$ cat config.mk
export PLATFORM = sky130hd
export DESIGN_NAME = branch_redirect_ctrl
export DESIGN_NICKNAME = d
export VERILOG_FILES = /design/src/rtl/branch_redirect_ctrl.sv
export SDC_FILE = /design/constraint.sdc
export NUM_CORES = 1
export LEC_CHECK = 0
export CAP_MARGIN = 20
export CORE_UTILIZATION = 46
export CTS_CLUSTER_SIZE = 30
export DETAILED_ROUTE_END_ITERATION = 8
export GPL_ROUTABILITY_DRIVEN = 1
export PLACE_DENSITY_LB_ADDON = 0.25
export SYNTH_ARGS = -nofsm -noshare
export SYNTH_HDL_FRONTEND = slang
export SYNTH_SLANG_ARGS = --single-unit
$ cat constraint.sdc
create_clock -name clk -period 3.2 [get_ports clk]
set_input_delay 0.8 -clock clk [delete_from_list [all_inputs] [get_ports clk]]
set_output_delay 0.8 -clock clk [all_outputs]
set_load 0.02 [all_outputs]
$ cat src/rtl/branch_redirect_ctrl.sv
// EX-stage branch resolution sequencer: accepts one conditional branch at a time, resolves it
// against the fetch prediction, and on mispredict flushes IF/ID then hands the corrected PC to fetch.
module branch_redirect_ctrl #(
  parameter int unsigned XLEN         = 32,
  parameter int unsigned FLUSH_CYCLES = 2,
  parameter int unsigned CNT_W        = 16
) (
  input  logic             clk,
  input  logic             rst_n,
  input  logic             br_valid_in,
  output logic             br_ready_out,
  input  logic [XLEN-1:0]  pc_in,
  input  logic [XLEN-1:0]  target_in,
  input  logic             compressed_in,
  input  logic             pred_taken_in,
  output logic             branch_en_out,
  input  logic             branch_taken_in,
  input  logic             kill_in,
  output logic             flush_out,
  output logic             redirect_valid_out,
  input  logic             redirect_ready_in,
  output logic [XLEN-1:0]  redirect_pc_out,
  output logic             resolved_valid_out,
  output logic             resolved_taken_out,
  output logic [CNT_W-1:0] branch_cnt_out,
  output logic [CNT_W-1:0] mispred_cnt_out
);

  localparam int unsigned FCNT_W  = 4;
  localparam logic [FCNT_W-1:0] FLUSH_LD = FCNT_W'(FLUSH_CYCLES);

  typedef enum logic [1:0] {
    IDLE     = 2'd0,
    FLUSH    = 2'd1,
    REDIRECT = 2'd2
  } state_e;

  state_e             state_q, state_d;
  logic [FCNT_W-1:0]  fcnt_q, fcnt_d;
  logic               flush_q, flush_d;
  logic               rvalid_q, rvalid_d;
  logic [XLEN-1:0]    rpc_q, rpc_d;
  logic               res_valid_q, res_valid_d;
  logic               res_taken_q, res_taken_d;
  logic [CNT_W-1:0]   bcnt_q, bcnt_d;
  logic [CNT_W-1:0]   mcnt_q, mcnt_d;

  logic               accept_c;
  logic               mispredict_c;
  logic [XLEN-1:0]    correct_pc_c;

  assign br_ready_out  = (state_q == IDLE);
  assign accept_c      = br_valid_in & br_ready_out & ~kill_in;
  assign branch_en_out = accept_c;
  assign mispredict_c  = accept_c & (branch_taken_in ^ pred_taken_in);
  assign correct_pc_c  = branch_taken_in ? target_in
                       : pc_in + (compressed_in ? XLEN'(2) : XLEN'(4));

  // Next-state, resolve reporting and statistics; kill overrides every transition.
  always_comb begin
    state_d     = state_q;
    fcnt_d      = fcnt_q;
    flush_d     = flush_q;
    rvalid_d    = rvalid_q;
    rpc_d       = accept_c ? correct_pc_c : rpc_q;
    res_valid_d = accept_c;
    res_taken_d = accept_c ? branch_taken_in : res_taken_q;
    bcnt_d      = (accept_c && !(&bcnt_q)) ? bcnt_q + CNT_W'(1) : bcnt_q;
    mcnt_d      = (mispredict_c && !(&mcnt_q)) ? mcnt_q + CNT_W'(1) : mcnt_q;

    unique case (state_q)
      IDLE: begin
        if (mispredict_c) begin
          state_d = FLUSH;
          fcnt_d  = FLUSH_LD;
          flush_d = 1'b1;
        end
      end
      FLUSH: begin
        if (fcnt_q <= FCNT_W'(1)) begin
          state_d  = REDIRECT;
          flush_d  = 1'b0;
          rvalid_d = 1'b1;
        end else begin
          fcnt_d  = fcnt_q - FCNT_W'(1);
          flush_d = 1'b1;
        end
      end
      REDIRECT: begin
        if (redirect_ready_in) begin
          state_d  = IDLE;
          rvalid_d = 1'b0;
        end
      end
      default: begin
        state_d  = IDLE;
        flush_d  = 1'b0;
        rvalid_d = 1'b0;
      end
    endcase

    if (kill_in) begin
      state_d  = IDLE;
      flush_d  = 1'b0;
      rvalid_d = 1'b0;
    end
  end

  always_ff @(posedge clk or negedge rst_n) begin
    if (!rst_n) begin
      state_q     <= IDLE;
      fcnt_q      <= '0;
      flush_q     <= 1'b0;
      rvalid_q    <= 1'b0;
      rpc_q       <= '0;
      res_valid_q <= 1'b0;
      res_taken_q <= 1'b0;
      bcnt_q      <= '0;
      mcnt_q      <= '0;
    end else begin
      state_q     <= state_d;
      fcnt_q      <= fcnt_d;
      flush_q     <= flush_d;
      rvalid_q    <= rvalid_d;
      rpc_q       <= rpc_d;
      res_valid_q <= res_valid_d;
      res_taken_q <= res_taken_d;
      bcnt_q      <= bcnt_d;
      mcnt_q      <= mcnt_d;
    end
  end

  assign flush_out          = flush_q;
  assign redirect_valid_out = rvalid_q;
  assign redirect_pc_out    = rpc_q;
  assign resolved_valid_out = res_valid_q;
  assign resolved_taken_out = res_taken_q;
  assign branch_cnt_out     = bcnt_q;
  assign mispred_cnt_out    = mcnt_q;

endmodule

==> writeup.txt, run 1 <==
After floorplanning, the die was sized to cover 9140 um^2. The STA report counts the stages on the worst setup path as 4. Ranked by instance count, the synthesized netlist is headed by sky130_fd_sc_hd__dfrtp_1, sky130_fd_sc_hd__nor2_1, sky130_fd_sc_hd__nand2_1, sky130_fd_sc_hd__o21ai_0, sky130_fd_sc_hd__a21oi_1. The largest non-sequential cell family by area is simple AND/OR/NAND/NOR gates. In the routed design, unresolved DRC markers number 0. For the sequential group, total power comes out at 1.29 mW. The share of the clock period used by the worst path was 0.944. For the sequential group share of total power, the log shows 0.394. The power group with the largest share is registers. The capture point of the critical path was reported as branch_en_out.

For the worst setup path, the data required time is 2.40 ns. Per the synthesis report, the number of distinct cell types is 50. The cell with the most instances after synthesis was sky130_fd_sc_hd__dfrtp_1. The per-cell routed wire length works out to 15.8 um.

The share of final-layout standard cells stronger than drive strength 1 is 0.0697. Each instance of the synthesized netlist takes up on average 9.27 um^2. Leaving out the clock tree, the finished layout contains an inverter count of 14.

The post-DP HPWL was 7.82 mm. Counting only logic cells after layout, the most numerous master is sky130_fd_sc_hd__clkdlybuf4s50_1. Path category of the worst min-delay check: flop to flop. Summing all multi-input logic gate instances after layout gives 2040 um^2. The transition time at the pin with the least slew margin was 0.941 ns. In this run, synthesis produced a sequential element count of 74.

The highest-delay cell along the critical path was sky130_fd_sc_hd__or4b_4. For the number of clock-tree buffers in the layout, the log shows 12. Per the log, the first TritonRoute iteration ended with a DRC count of 141. Leaving out filler cells and counting taps, the final layout contains 693. Fraction of power consumed by combinational cells: 0.325. The run finished with clean final reports. The total of cells resized after clock tree synthesis was 0; the met3 layer wire length in the routed design was 630 um. The sequential fraction of total cell area is 0.317, and the first-pass GRT wire length is 18.1 mm. The multiplexer share of the synthesized area is 0.0183, and the data-path buffer share of cell area in the final layout is 0.258. Looking at the reg2reg group, the worst path starts from state_q[0]. The internal power was 2.20 mW; the number of post-CTS setup repair buffers was 0.

The number of cells traversed by the worst hold path was 2; the total power density per cell area was 560 nW/um^2. Count of mapped cells out of synthesis: 435. The overall power consumption came out at 3.27 mW.

Area share of xor/xnor cells in the synthesized design: 0.104. For the worst min-delay path, the startpoint reported by OpenROAD is redirect_pc_out[2]. The met1 usage was 0.319; the yosys stat cell total was 435. The area growth from synthesis to layout is 44.7%.

Across all hold checks on the routed design, the worst slack comes to 0.490 ns. The proportion of register bits with asynchronous set or reset after synthesis came out at 1.00. The run gives 105 for the number of well taps. Per the final timing report, the hold violations number 0. The die is 95.6 um tall. Global routing finished with a remaining overflow of 0. The post-synthesis compound-gate area fraction is 0.130, and the number of synthesized flops with an enable pin is 0.

The tools report the cell count after placement as 677. In this run the critical path is formed by clkdlybuf4s50_1, or4b_4, inv_1, buf_4. The highest metal layer carrying signal wires in the routed design is met4. Per report_power, the Combinational row totals 1.06 mW. The logs give 514 for the net count after synthesis and 10.9 mm for the wire length after detailed routing.

With the detailed-routing iteration count for the pre-antenna-repair pass at 4, the via count normalized by instance count is 5.51. The run gives 0.290 mV for the highest ir drop seen on vdd. STA classifies the critical path endpoint as a primary output.

The core utilization before placement is 0.483, and the cell area after placement is 5580 um^2. Destination of the worst register-to-register timing path: redirect_pc_out[18]. For reference, the top cells by area after synthesis are sky130_fd_sc_hd__dfrtp_1, sky130_fd_sc_hd__xnor2_1, sky130_fd_sc_hd__xor2_1. The count of endpoints failing setup in the final report was 0. The clock H-tree reported by CTS has 3 levels.

The combinational fraction of the cell area was 0.350. The run gives 0.700 as the core utilization of the finished layout.
run_1/clk_routes.png
(3 px per um)
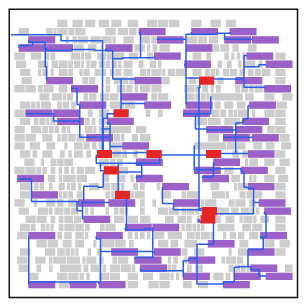
clock wires -> blue  # length 988 um
clock drivers -> red  # count 9
flip-flops -> purple  # count 74
flops lie = all over the die
routed clock nets = 10
power dissipated in the clock network: 0.916 mW
portion of total power attributed to the clock network: 0.281
worst setup skew after layout: 0.0116 ns
Clk Latency, worst-skew pair: 0.34 ns

run_1/placement.png
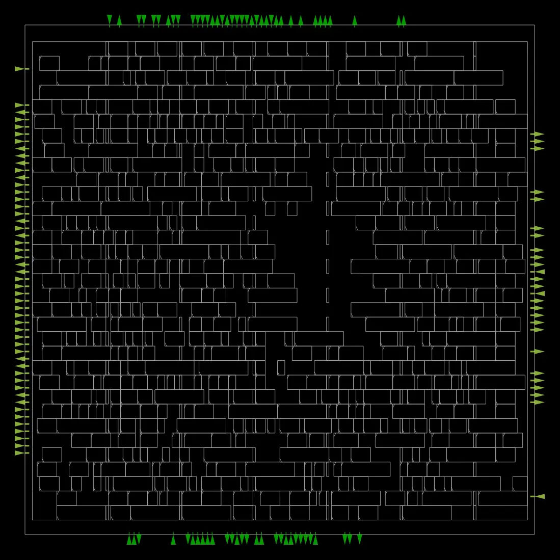
placeable core region: 8340 um^2
number of standard-cell rows in the floorplan: 33

run_1/io_fan.png
(4 px per um)
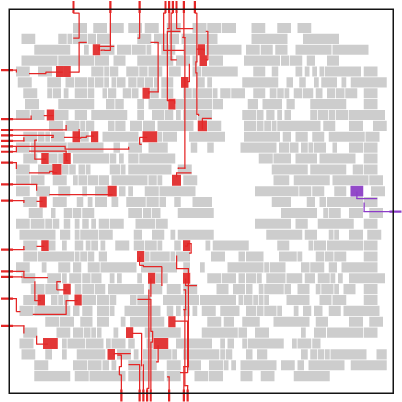
target_in -> red  # direction input, edge 15 left, 9 top, 8 bottom, end cells 32, buffers 32, wire 648 um
pred_taken_in -> purple  # direction input, edge right, end cells 1, buffers 1, wire 15.6 um
Top-Level Pins: 142
PortBufs: 141

run_1/flops_by_reg.png
(3 px per um)
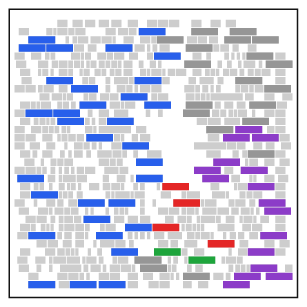
state_q -> green  # placed flops 2
fcnt_q -> red  # placed flops 4
redirect_pc_out -> blue  # placed flops 32
mispred_cnt_out -> purple  # placed flops 16
not colored = 20

==> run 2, diff against run 1 <==
--- a/config.mk
+++ b/config.mk
@@ -10,6 +10,7 @@
 export CTS_CLUSTER_SIZE = 30
 export DETAILED_ROUTE_END_ITERATION = 8
 export GPL_ROUTABILITY_DRIVEN = 1
+export GPL_TIMING_DRIVEN = 0
 export PLACE_DENSITY_LB_ADDON = 0.25
 export SYNTH_ARGS = -nofsm -noshare
 export SYNTH_HDL_FRONTEND = slang
run_2/placement.png
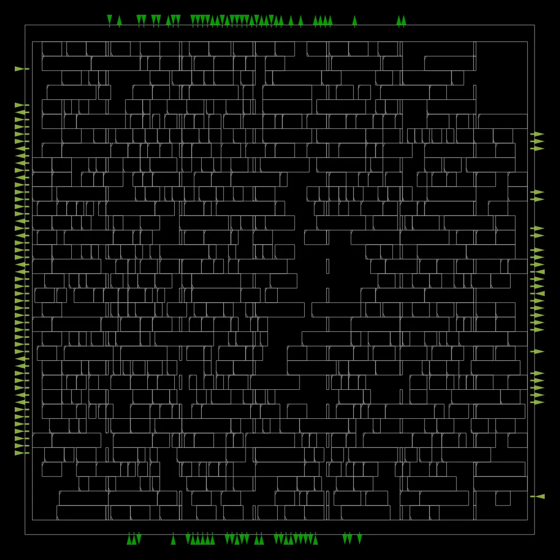
FF+latch count: 74
register fraction of the total cell area: 0.316
number of non-filler instances in the completed layout: 699

==> run 2 against run 1 <==
  * Clock power down 11%
  * Global-route usage grew 0.81 points
  * Final area increased by 0.43%
  * Count of clock-buffer cells in the layout decreased by 2
  * First-iteration DRC count grew 30%
  * Fmax shrank 4.4%
  * Synthesized cell count stayed put
  * Critical endpoint unchanged
==> writeup.txt, run 2 <==
The worst setup path is captured at a primary output. After detailed routing, no signal wire sits above met4. The transition time at the pin with the least slew margin was 0.749 ns (-0.193 ns). The flow measured a signed area growth from synthesis to layout of 45.3%.

For the total I/O pin count, the log shows 142 (unchanged). 330 cells are multi-input combinational gates. The die height was 95.6 um (unchanged). Yosys attributes the largest share of cell area to sky130_fd_sc_hd__dfrtp_1, sky130_fd_sc_hd__xnor2_1, sky130_fd_sc_hd__xor2_1. The run gives 14 (+14) as the total of cells resized after clock tree synthesis. The total power density per cell area is 543 nW/um^2 (-3.0%).

The run gives 0.811 mW (-11%) as the clock distribution power. Leaving out fill and tap cells, the most frequent cell in the layout is sky130_fd_sc_hd__clkdlybuf4s50_1. The met1 wire length came out at 4.52 mm. The logic depth of the worst path, buffers included works out to 6 (+2).

The largest non-sequential cell family by area is simple AND/OR/NAND/NOR gates. The tools report the met3 layer wire length in the routed design as 841 um (+33%). The count of buffers inserted at the top-level ports came out at 140 (-0.71%).

The critical path data arrival time was 2.36 ns; the total area of multi-input combinational cells was 2060 um^2 (+0.74%). For the core region area, the log shows 8340 um^2 (unchanged). The normalized max-slew margin came out at 0.497. The tools report the core utilization of the finished layout as 0.703 (+0.00300). The wire length after detailed routing came out at 11.3 mm (+3.2%). The run gives 0.35 ns (about the same) as the clock latency reported for the late side of the worst-skew pair. The layer with the highest usage after global routing is met2. The tools report the internal power as 2.10 mW (-4.5%). With the number of clock-tree buffers in the layout at 10 (-2), the detailed-route via count is 3864. With the proportion of register bits with asynchronous set or reset after synthesis at 1.00 (unchanged), the warning total across the stage logs is 27.

The final worst hold slack is 0.386 ns (-0.104 ns). The multiplexer share of the synthesized area is 0.0183 (unchanged), and the flip-flop and latch count after synthesis is 74 (unchanged). The tools report the number of rows in the core area as 33 (unchanged). The critical path's slowest stage uses the library cell sky130_fd_sc_hd__or4b_4. The total grt overflow came out at 0 (unchanged). The number of synthesized flops with an enable pin works out to 0 (unchanged).

Path category of the worst min-delay check: input port to asynchronous set/reset pin. The met1 usage came out at 0.317 (-0.00205). The clock share of power is 0.255 (-0.026).

The per-cell routed wire length came out at 16.1 um (+2.3%). By count the netlist is led by sky130_fd_sc_hd__dfrtp_1, sky130_fd_sc_hd__nor2_1, sky130_fd_sc_hd__nand2_1, sky130_fd_sc_hd__o21ai_0, sky130_fd_sc_hd__a21oi_1. Sequential group share of total power: 0.404 (+0.010). Among all flip-flop cells after synthesis, the most frequent one is sky130_fd_sc_hd__dfrtp_1. Listed in order, past its start point the critical path passes clkdlybuf4s50_1, or4b_4, clkinvlp_4, buf_6, buf_8, buf_6. The run gives 2.40 ns (about the same) as the data required time at the worst endpoint. The flow reports an fmax of 0.317 GHz.

The run gives 0.130 (unchanged) for the post-synthesis compound-gate area fraction. DRC violations left: 0 (unchanged). The destination of the worst register-to-register timing path is branch_cnt_out[15]. Timing analysis after detailed placement gives a worst setup slack of -1.01 ns. With the yosys stat cell total at 435 (unchanged), the highest ir drop seen on vdd is 0.259 mV (-11%). The via count of the first global-routing pass was 3770. Max-cap violations in this run came to 0. The run gives 0.340 (+0.015) as the fraction of power consumed by combinational cells. Start-to-end type of the worst setup path: input port to primary output. The final count of hold timing violations is 0 (unchanged), and the clock input transition at the sequential cells of the worst setup and hold paths is 0.08 ns. For reference, the critical path is launched at br_valid_in.

The overall die area is 9140 um^2 (unchanged), and the count of endpoints failing setup in the final report is 0 (unchanged). Net count after synthesis: 514 (unchanged). Power group with the largest share: registers. Minimum clock period: 3.16 ns. With the flip-flop count of the largest register after layout at 32, the non-clock inverter total of the final layout is 14 (unchanged). With the area of the synthesized netlist per yosys stat at 4030 um^2, the maximum cell stage delay along the critical path is 0.56 ns. The run gives 9.27 um^2 (unchanged) for the average footprint of a synthesized cell. Entering global routing, the biggest net connects 44 pins. STA lists the startpoint of the worst register-to-register path as state_q[0].

The run gives 183 (+30%) as the detailed router's first-iteration violation count. Cell count after placement: 681 (+0.59%). The run finished with clean final reports. The logs give 435 (unchanged) for the count of mapped cells out of synthesis and 3 (unchanged) for the level count of the clock H-tree.

The number of well taps came out at 105 (unchanged). The logs give 5590 um^2 (+0.13%) for the cell area after placement and 1.29 mW (about the same) for the sequential logic power. The tools report the power consumed by combinational cells as 1.08 mW (about the same).

The number of distinct library cells after synthesis came out at 50 (unchanged). The overall power consumption is 3.18 mW (-2.6%). With the max-slew violation count at 0, the switching portion of total power is 0.339. Number of post-CTS setup repair buffers: 2 (+2). The share of final-layout standard cells stronger than drive strength 1 is 0.0690 (-0.000704). Yosys instantiated no cell more often than sky130_fd_sc_hd__dfrtp_1. The filler cells instantiated in the layout total 653.

For the first-pass GRT wire length, the log shows 18.3 mm (+1.5%). The combinational fraction of the cell area came out at 0.351 (+0.00107). TritonCTS built the clock tree.

The tools report the post-DP HPWL as 8.36 mm (+6.9%). The capture point of the critical path was reported as branch_en_out. With the core utilization before placement at 0.483 (unchanged), the area share of xor/xnor cells in the synthesized design is 0.104 (unchanged).

Setup skew after layout: 0.00658 ns (-0.00505 ns). The run gives 5.53 (+0.28%) for the via count normalized by instance count. With the detailed-routing iteration count for the pre-antenna-repair pass at 4 (unchanged), the share of the clock period used by the worst path is 0.987 (+0.0430). The data-path buffer share of cell area in the final layout was 0.264 (+0.00616).
==> run 3, diff against run 2 <==
--- a/config.mk
+++ b/config.mk
@@ -6,11 +6,14 @@
 export NUM_CORES = 1
 export LEC_CHECK = 0
 export CAP_MARGIN = 20
-export CORE_UTILIZATION = 46
+export CELL_PAD_IN_SITES_DETAIL_PLACEMENT = 0
+export CELL_PAD_IN_SITES_GLOBAL_PLACEMENT = 1
+export CORE_UTILIZATION = 33
 export CTS_CLUSTER_SIZE = 30
 export DETAILED_ROUTE_END_ITERATION = 8
 export GPL_ROUTABILITY_DRIVEN = 1
 export GPL_TIMING_DRIVEN = 0
+export HOLD_SLACK_MARGIN = 0.12
 export PLACE_DENSITY_LB_ADDON = 0.25
 export SYNTH_ARGS = -nofsm -noshare
 export SYNTH_HDL_FRONTEND = slang
run_3/clk_routes.png
(2 px per um)
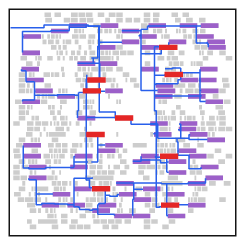
clock wires -> blue  # length 1100 um
clock drivers -> red  # count 9
flip-flops -> purple  # count 74
routed clock nets = 10
flops lie = all over the die

==> run 3 against run 2 <==
  * Critical path depth did not move
  * Combinational power is essentially flat
  * Synthesized cell count did not move
  * Utilization shrank 20 points
  * Die size is 38% higher
  * Final area increased by 2.9%
  * Clock power increased by 45%
  * First-iteration DRC count increased by 22%
==> writeup.txt, run 3 <==
The flow ran to the end, and the final reports show no timing, DRC or antenna violations. Relative to the synthesized area, the layout overhead comes to 49.6%. The normalized max-slew margin was 0.481 (-0.0156); the flip-flop and latch count after synthesis was 74 (unchanged).

The run gives 5.75 mm as the sum of met2 wire segment lengths after detailed routing. Of all power groups, the one with the highest power is registers. Flip-flop count of the largest register after layout: 32 (unchanged).

The average footprint of a synthesized cell came out at 9.27 um^2 (unchanged). The internal power was 2.41 mW (+15%); the count of buffers inserted at the top-level ports was 140 (unchanged). The minimum clock period is 3.13 ns (-0.0297 ns), and the global routing usage on met3 is 0.0481. With the final design area excluding fillers at 6030 um^2, the non-filler instance count after layout is 740 (+5.9%). Number of synthesized flops with an enable pin: 0 (unchanged). The tools report the clock share of power as 0.332 (+0.077). The overall power consumption is 3.54 mW (+11%). For the fraction of met2 tracks used by global routing, the log shows 0.337. For reference, the critical path is captured by branch_en_out. The run gives 723 (+6.2%) as the cell count after placement. In this run the critical path is formed by clkdlybuf4s50_1, or4b_4, buf_8, clkinvlp_4, buf_12, buf_4.

The number of combinational gates with multiple inputs was 330 (unchanged); the number of distinct library cells after synthesis was 50 (unchanged). The launch instance of the worst register-to-register path was state_q[0]. The first-pass GRT wire length is 19.2 mm (+4.6%), and the highest ir drop seen on vdd is 0.210 mV (-19%).

The run gives 62 (+41%) as the maximum number of pins on one net before global-route repair. The run gives 0.320 GHz (+0.95%) as the maximum clock frequency. Looking at the setup timing report, the critical path kind is input port to primary output.

STA reports a reg2reg setup slack of 0.86 ns. The area of the synthesized netlist per yosys stat is 4030 um^2 (unchanged). The post-synthesis compound-gate area fraction was 0.130 (unchanged). STA classifies the critical path endpoint as a primary output. The largest non-sequential cell family by area was simple AND/OR/NAND/NOR gates. CTS added clock buffers totalling 9.

The number of buffers inserted for hold repair after clock tree synthesis is 0. The total area of multi-input combinational cells came out at 2060 um^2 (unchanged). Sequential fraction of total cell area: 0.307 (-0.00892). The number of max-capacitance violations reported came out at 0 (unchanged).

The run gives 2.33 ns (-0.03 ns) for the critical path data arrival time. The run gives 14 (unchanged) for the non-clock inverter total of the final layout. The level count of the clock H-tree is 3 (unchanged). After synthesis, the most frequently instantiated cells are sky130_fd_sc_hd__dfrtp_1, sky130_fd_sc_hd__nor2_1, sky130_fd_sc_hd__nand2_1, sky130_fd_sc_hd__o21ai_0, sky130_fd_sc_hd__a21oi_1. With the switching portion of total power at 0.318 (-0.0209), the total power density per cell area is 587 nW/um^2 (+8.1%). TritonCTS built the clock tree. In this run the worst setup path begins at br_valid_in.

The run gives 15.7 um (-2.7%) for the per-cell routed wire length. Layer with the highest usage after global routing: met2. The area share of xor/xnor cells in the synthesized design works out to 0.104 (unchanged).

The run gives 2 (unchanged) as the number of post-CTS setup repair buffers. Sequential group share of total power: 0.363 (-0.041). The number of rows in the core area came out at 40 (+21%). The met1 wire length was 4.98 mm (+10%).

The capture point of the worst register-to-register path is recorded as branch_cnt_out[15]. For the clock distribution power, the log shows 1.18 mW (+45%). The data required time at the worst endpoint was 2.40 ns (about the same); the tally of filler cells in the layout was 1130 (+73%).

The run gives 0.00604 ns (-0.000536 ns) for the setup skew after layout. The number of well taps is 147 (+40%). The detailed-routing iteration count for the pre-antenna-repair pass was 4 (unchanged). The run gives 0.978 (-0.00928) for the share of the clock period used by the worst path.

The maximum cell stage delay along the critical path is 0.49 ns (-0.07 ns), and the area share of the leading cell type in the synthesized netlist is 0.459. The total grt overflow was 0 (unchanged). The logs give -1.09 ns (-0.0825 ns) for the worst-case setup slack after placement and 0 (unchanged) for the count of endpoints failing setup in the final report. Core utilization of the finished layout: 0.504 (-0.198). The worst hold path belongs to the class input port to asynchronous set/reset pin. The number of clock-tree buffers in the layout was 10 (unchanged). On the critical path, the stage with the largest delay is an instance of sky130_fd_sc_hd__or4b_4.

For the core utilization before placement, the log shows 0.337 (-0.146). Number of flip-flops and latches: 74 (unchanged). Cell with the most instances after synthesis: sky130_fd_sc_hd__dfrtp_1.

The run gives 12700 um^2 (+38%) for the overall die area. The tools report the cell area after placement as 5640 um^2 (+0.94%). The met3 layer wire length in the routed design is 694 um (-17%).

The met1 usage came out at 0.233 (-0.0842). The clock latency reported for the late side of the worst-skew pair was 0.34 ns (about the same). The tools report the detailed router's first-iteration violation count as 223 (+22%). Via count normalized by instance count: 5.15 (-6.9%).

The power consumed by combinational cells is 1.08 mW (about the same), and the share of final-layout standard cells stronger than drive strength 1 is 0.0658 (-0.00326). The run gives 0 ns for the sum of negative setup slack. The DRC violations left was 0 (unchanged); the net count after synthesis was 514 (unchanged).

The max-slew violation count is 0 (unchanged). With the multiplexer share of the synthesized area at 0.0183 (unchanged), the warning total across the stage logs is 28 (+3.7%). The die height is 113 um (+18%), and the detailed-route via count is 3808 (-1.4%). The run gives 0.314 ns (-0.0715 ns) as the final worst hold slack.

Wire length after detailed routing: 11.6 mm (+3.0%). Via count of the first global-routing pass: 3768 (-0.053%). Yosys attributes the largest share of cell area to sky130_fd_sc_hd__dfrtp_1, sky130_fd_sc_hd__xnor2_1, sky130_fd_sc_hd__xor2_1. With the flip-flop and latch area at 1850 um^2, the proportion of register bits with asynchronous set or reset after synthesis is 1.00 (unchanged). For the fraction of power consumed by combinational cells, the log shows 0.305 (-0.035). The combinational fraction of the cell area came out at 0.341 (-0.00991). The logic depth of the worst path, buffers included came out at 6 (unchanged). The yosys stat cell total was 435 (unchanged). Signal routing reaches up to met4. Final count of hold timing violations: 0 (unchanged). Among all flip-flop cells after synthesis, the most frequent one is sky130_fd_sc_hd__dfrtp_1. For the sequential logic power, the log shows 1.28 mW (about the same).

The total I/O pin count is 142 (unchanged), and the data-path buffer share of cell area in the final layout is 0.255 (-0.00911). In this run the power spent charging and discharging nets is 1.13 mW. The clock input transition at the sequential cells of the worst setup and hold paths works out to 0.06 ns (-0.02 ns).

The highest-count logic cell in the final layout is sky130_fd_sc_hd__clkdlybuf4s50_1. The total of cells resized after clock tree synthesis came out at 14 (unchanged). The run gives 12000 um^2 (+43%) as the core region area. Transition time at the pin with the least slew margin: 0.776 ns (+0.0269 ns). The run gives 435 (unchanged) for the count of mapped cells out of synthesis. The run gives 8.56 mm (+2.3%) for the post-DP HPWL.
Power and IR drop assume default switching activity.
